File: src/rtl/rv32i_instr_encoder.sv
// rv32i_instr_encoder
//   Takes symbolic RV32I instruction requests over a valid/ready handshake and
//   assembles them into 32-bit machine words. The words are written one after
//   another into instruction memory, starting at word 0 of a load session.
//
// Ports
//   clk, rst_n              clock (rising edge), async active-low reset
//   start, finish           open a session at address 0 / close the session
//   req_valid, req_ready    request handshake (ready only while loading)
//   req_op                  op enum 0..36 (ADD..JALR)
//   req_rd/rs1/rs2          register indices
//   req_imm                 signed immediate value (full value for LUI/AUIPC)
//   im_we/im_addr/im_wdata  instruction memory write port, one cycle after accept
//   word_count              words written in this session
//   busy, full, done, err   session open, memory full, close pulse, sticky reject
//
// state | meaning
// ------+-------------------------------------------------------------
// IDLE  | no session; start opens one at address 0
// LOAD  | accepting requests, one memory write per accepted request
// FULL  | DEPTH words written; requests stall until finish
module rv32i_instr_encoder #(
    parameter int DEPTH  = 256,
    parameter int ADDR_W = $clog2(DEPTH)
) (
    input  logic              clk,
    input  logic              rst_n,
    input  logic              start,
    input  logic              finish,
    input  logic              req_valid,
    output logic              req_ready,
    input  logic [5:0]        req_op,
    input  logic [4:0]        req_rd,
    input  logic [4:0]        req_rs1,
    input  logic [4:0]        req_rs2,
    input  logic [31:0]       req_imm,
    output logic              im_we,
    output logic [ADDR_W-1:0] im_addr,
    output logic [31:0]       im_wdata,
    output logic [ADDR_W:0]   word_count,
    output logic              busy,
    output logic              full,
    output logic              done,
    output logic              err
);

    typedef enum logic [1:0] {
        S_IDLE = 2'd0,
        S_LOAD = 2'd1,
        S_FULL = 2'd2
    } state_t;

    localparam logic [ADDR_W:0] WC_LAST = (ADDR_W+1)'(DEPTH - 1);
    localparam logic [ADDR_W:0] WC_MAX  = (ADDR_W+1)'(DEPTH);

    state_t              state_q, state_d;
    logic [ADDR_W:0]     wc_q, wc_d;
    logic                err_q, err_d;
    logic                we_q, we_d;
    logic [ADDR_W-1:0]   addr_q, addr_d;
    logic [31:0]         wdata_q, wdata_d;
    logic                done_q, done_d;

    logic [2:0]          f3;
    logic [31:0]         enc_word;
    logic                imm_ok;
    logic                fits12, fits13, fits21;

    // Sign-extension checks: upper bits must all equal the sign bit.
    assign fits12 = (&req_imm[31:11]) | ~(|req_imm[31:11]);
    assign fits13 = (&req_imm[31:12]) | ~(|req_imm[31:12]);
    assign fits21 = (&req_imm[31:20]) | ~(|req_imm[31:20]);

    always_comb begin
        f3 = 3'b000;
        case (req_op)
            6'd2,  6'd16, 6'd20, 6'd25, 6'd28:        f3 = 3'b001;
            6'd3,  6'd11, 6'd21, 6'd26:               f3 = 3'b010;
            6'd4,  6'd12:                             f3 = 3'b011;
            6'd5,  6'd13, 6'd22, 6'd29:               f3 = 3'b100;
            6'd6,  6'd7,  6'd17, 6'd18, 6'd23, 6'd30: f3 = 3'b101;
            6'd8,  6'd14, 6'd31:                      f3 = 3'b110;
            6'd9,  6'd15, 6'd32:                      f3 = 3'b111;
            default:                                  f3 = 3'b000;
        endcase
    end

    always_comb begin
        enc_word = '0;
        imm_ok   = 1'b0;
        if (req_op <= 6'd9) begin
            // SUB (1) and SRA (7) carry funct7 = 0100000
            imm_ok   = 1'b1;
            enc_word = {((req_op == 6'd1) || (req_op == 6'd7)) ? 7'b0100000 : 7'b0000000,
                        req_rs2, req_rs1, f3, req_rd, 7'b0110011};
        end else if (req_op <= 6'd15) begin
            imm_ok   = fits12;
            enc_word = {req_imm[11:0], req_rs1, f3, req_rd, 7'b0010011};
        end else if (req_op <= 6'd18) begin
            imm_ok   = ~(|req_imm[31:5]);
            enc_word = {(req_op == 6'd18) ? 7'b0100000 : 7'b0000000,
                        req_imm[4:0], req_rs1, f3, req_rd, 7'b0010011};
        end else if (req_op <= 6'd23) begin
            imm_ok   = fits12;
            enc_word = {req_imm[11:0], req_rs1, f3, req_rd, 7'b0000011};
        end else if (req_op <= 6'd26) begin
            imm_ok   = fits12;
            enc_word = {req_imm[11:5], req_rs2, req_rs1, f3, req_imm[4:0], 7'b0100011};
        end else if (req_op <= 6'd32) begin
            imm_ok   = fits13 & ~req_imm[0];
            enc_word = {req_imm[12], req_imm[10:5], req_rs2, req_rs1, f3,
                        req_imm[4:1], req_imm[11], 7'b1100011};
        end else if (req_op == 6'd33) begin
            imm_ok   = ~(|req_imm[11:0]);
            enc_word = {req_imm[31:12], req_rd, 7'b0110111};
        end else if (req_op == 6'd34) begin
            imm_ok   = ~(|req_imm[11:0]);
            enc_word = {req_imm[31:12], req_rd, 7'b0010111};
        end else if (req_op == 6'd35) begin
            imm_ok   = fits21 & ~req_imm[0];
            enc_word = {req_imm[20], req_imm[10:1], req_imm[11], req_imm[19:12],
                        req_rd, 7'b1101111};
        end else if (req_op == 6'd36) begin
            imm_ok   = fits12;
            enc_word = {req_imm[11:0], req_rs1, 3'b000, req_rd, 7'b1100111};
        end
    end

    always_comb begin
        state_d = state_q;
        wc_d    = wc_q;
        err_d   = err_q;
        we_d    = 1'b0;
        addr_d  = addr_q;
        wdata_d = wdata_q;
        done_d  = 1'b0;
        case (state_q)
            S_IDLE: begin
                if (start) begin
                    state_d = S_LOAD;
                    wc_d    = '0;
                    err_d   = 1'b0;
                end
            end
            S_LOAD: begin
                if (req_valid) begin
                    if (imm_ok) begin
                        we_d    = 1'b1;
                        addr_d  = wc_q[ADDR_W-1:0];
                        wdata_d = enc_word;
                        wc_d    = wc_q + 1'b1;
                        if (wc_q == WC_LAST) begin
                            state_d = S_FULL;
                        end
                    end else begin
                        err_d = 1'b1;
                    end
                end
                // finish wins over the FULL transition; a word accepted on
                // the same edge is still written.
                if (finish) begin
                    state_d = S_IDLE;
                    done_d  = 1'b1;
                end
            end
            S_FULL: begin
                if (finish) begin
                    state_d = S_IDLE;
                    done_d  = 1'b1;
                end
            end
            default: state_d = S_IDLE;
        endcase
    end

    always_ff @(posedge clk or negedge rst_n) begin
        if (!rst_n) begin
            state_q <= S_IDLE;
            wc_q    <= '0;
            err_q   <= 1'b0;
            we_q    <= 1'b0;
            addr_q  <= '0;
            wdata_q <= '0;
            done_q  <= 1'b0;
        end else begin
            state_q <= state_d;
            wc_q    <= wc_d;
            err_q   <= err_d;
            we_q    <= we_d;
            addr_q  <= addr_d;
            wdata_q <= wdata_d;
            done_q  <= done_d;
        end
    end

    assign req_ready  = (state_q == S_LOAD);
    assign busy       = (state_q != S_IDLE);
    assign full       = (wc_q == WC_MAX);
    assign word_count = wc_q;
    assign err        = err_q;
    assign done       = done_q;
    assign im_we      = we_q;
    assign im_addr    = addr_q;
    assign im_wdata   = wdata_q;

endmodule

File: config.mk
export PLATFORM = sky130hd
export DESIGN_NAME = rv32i_instr_encoder
export DESIGN_NICKNAME = d
export VERILOG_FILES = /design/src/rtl/rv32i_instr_encoder.sv
export SDC_FILE = /design/constraint.sdc
export NUM_CORES = 1
export LEC_CHECK = 0
export ABC_AREA = 0
export CELL_PAD_IN_SITES_DETAIL_PLACEMENT = 0
export CELL_PAD_IN_SITES_GLOBAL_PLACEMENT = 1
export CORE_MARGIN = 3
export CORE_UTILIZATION = 33
export CTS_CLUSTER_SIZE = 28
export DETAILED_ROUTE_END_ITERATION = 10
export GPL_TIMING_DRIVEN = 0
export HOLD_SLACK_MARGIN = 0.02
export PLACE_DENSITY_LB_ADDON = 0.1
export SETUP_SLACK_MARGIN = 0.02
export SYNTH_ARGS = -nofsm -noshare
export SYNTH_HDL_FRONTEND = slang
export SYNTH_SLANG_ARGS = --single-unit
File: constraint.sdc
create_clock -name clk -period 2.2 [get_ports clk]
set_input_delay 0.44 -clock clk [delete_from_list [all_inputs] [get_ports clk]]
set_output_delay 0.44 -clock clk [all_outputs]
set_load 0.03 [all_outputs]
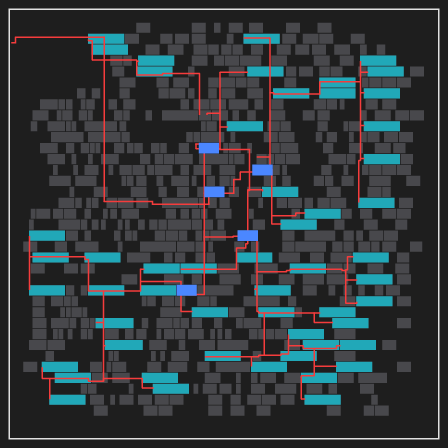
Run 1: clock distribution
[red] clock wires | length: 747 um
[blue] clock drivers | count: 5
[cyan] flip-flops | count: 53
routed clock nets	6
flops lie	spread over the die
Clock Skew: 7.39 ps
Clk pwr share: 0.131

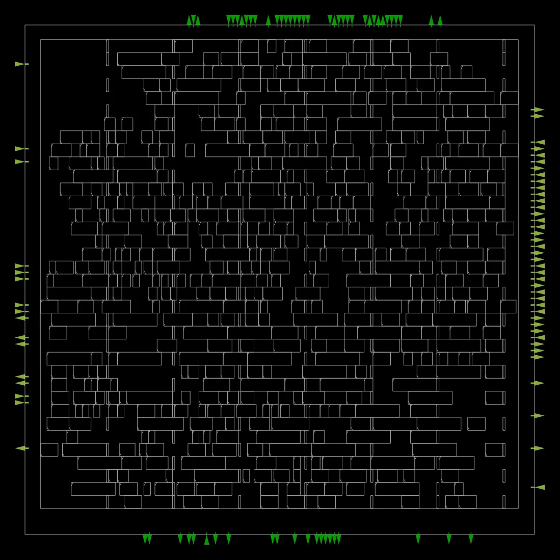
Run 1: cell placement
layout filler cell count: 930
Core Util, Final: 0.573
tap cells: 133
seq_cells: 53

==> out/qor.txt <==
Final setup viols: 52
CP Class: in2reg
Clock buf/inv share: 0.0177
Hold Crit Class: in2async
Buffers excl. clock: 159
Ys async rst share: 1.00
# port buffers: 110
Cell with the largest stage delay on the worst path: or4_4
Core ar.: 9770 um^2
Clk pwr: 0.610 mW
Outcome: finished, violations left
Vias in the first global route: 3,586
Seq area share: 0.237
Data buffer area share: 0.284
Worst-path clk slew: 110 ps
Top Layer Used: met4
Max Root-Sink Buffers: 2
Worst Tran Pin Value: 588 ps
Initial antenna violation count: 0
Failing checks: setup timing
Hpwl dp: 8630 um
Final Worst Setup Slack: -623 ps
TritonRoute pass-1 iters: 5
Post-Place Setup Slack: -1570 ps
Commonest Layout Cell: clkdlybuf4s50_1
Hold_buf cts: 0
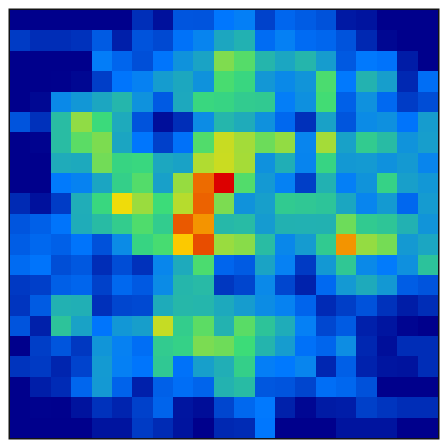
Run 1: signal metal coverage by tile
The die is cut into 21 by 21 equal tiles; dark blue is low, red is high, scaled to the fullest tile. Values are wire area over tile area, all layers added.
fullest tile	0.64
emptiest ninth of the die	south-east
densest ninth of the die	center
tiles over half the peak	11%

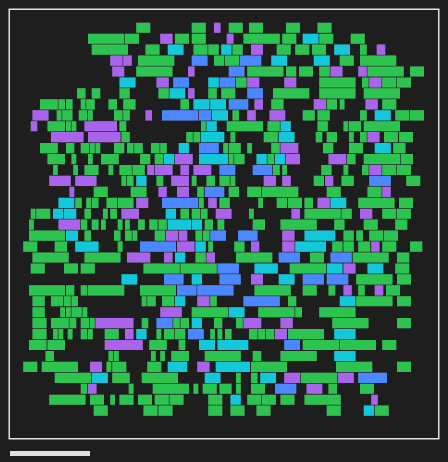
Run 1: cells by drive strength
Scale bar: 20 um.
color	size	cells	share
blue	_6 and larger	33	6.2%
purple	_2 cells	84	16%
green	_0 and _1 cells	354	67%
cyan	_3 and _4 cells	59	11%

-- run 1: cells by family (layout without fill, tap and decap cells) --
| logic type | Yosys count | after routing | synth area share |
|---|---|---|---|
| adders and majority gates | 13 | 13 | 0.0489 |
| muxes | 14 | 14 | 0.0556 |
| and+or+nand+nor | 132 | 132 | 0.194 |
| AOI/OAI and AO/OA | 131 | 131 | 0.254 |
| DFF | 53 | 53 | 0.398 |
| buffers and inverters | 42 | 187 | 0.0492 |
-- run 1: how the worst max path moves through the flow --
stage	start	to	depth (start not counted)
2_1_floorplan	req_imm[19]	word_count[6]	9
3_3_place_gp	req_op[0]	im_wdata[6]	11
3_5_place_dp	req_op[0]	im_wdata[3]	13
4_1_cts	req_imm[16]	word_count[6]	10
5_1_grt	req_op[5]	word_count[5]	10
6_report	req_imm[19]	word_count[5]	10
-- run 1: Yosys cell counts, types with 3 or more instances --
library cell	count
nand3_1	7
a31oi_1	9
a211oi_1	4
nand2_1	46
mux2_2	6
dfrtp_1	53
o31ai_1	8
or3_1	7
nor3b_1	4
or2_2	3
and2_1	4
mux2i_1	5
nand4_1	8
nor3_1	9
or4_1	5
mux4_2	3
inv_1	20
nand2b_1	5
nor2_1	25
a22oi_1	22
nor4_1	4
o21ai_0	51
ha_1	13
clkbuf_1	18
a21oi_1	18
-- run 1: per-stage QoR --
step | TNS [ps] | instances | util | hold slack (ps) | power [mW]
4_1_cts | -24850 | 658 | 0.536 | 106 | 4.41
3_5_place_dp | -74700 | 629 | 0.475 | 457 | 3.56
5_1_grt | -27970 | 663 | 0.573 | 124 | 4.93
6_report | -23830 | 663 | 0.573 | 93.1 | 4.66
3_3_place_gp | -130590 | 628 | 0.474 | 461 | 3.53
2_1_floorplan | -22960 | 385 | - | 144 | 2.60
Power figures rest on the tool's default switching activity, not on a simulated workload.
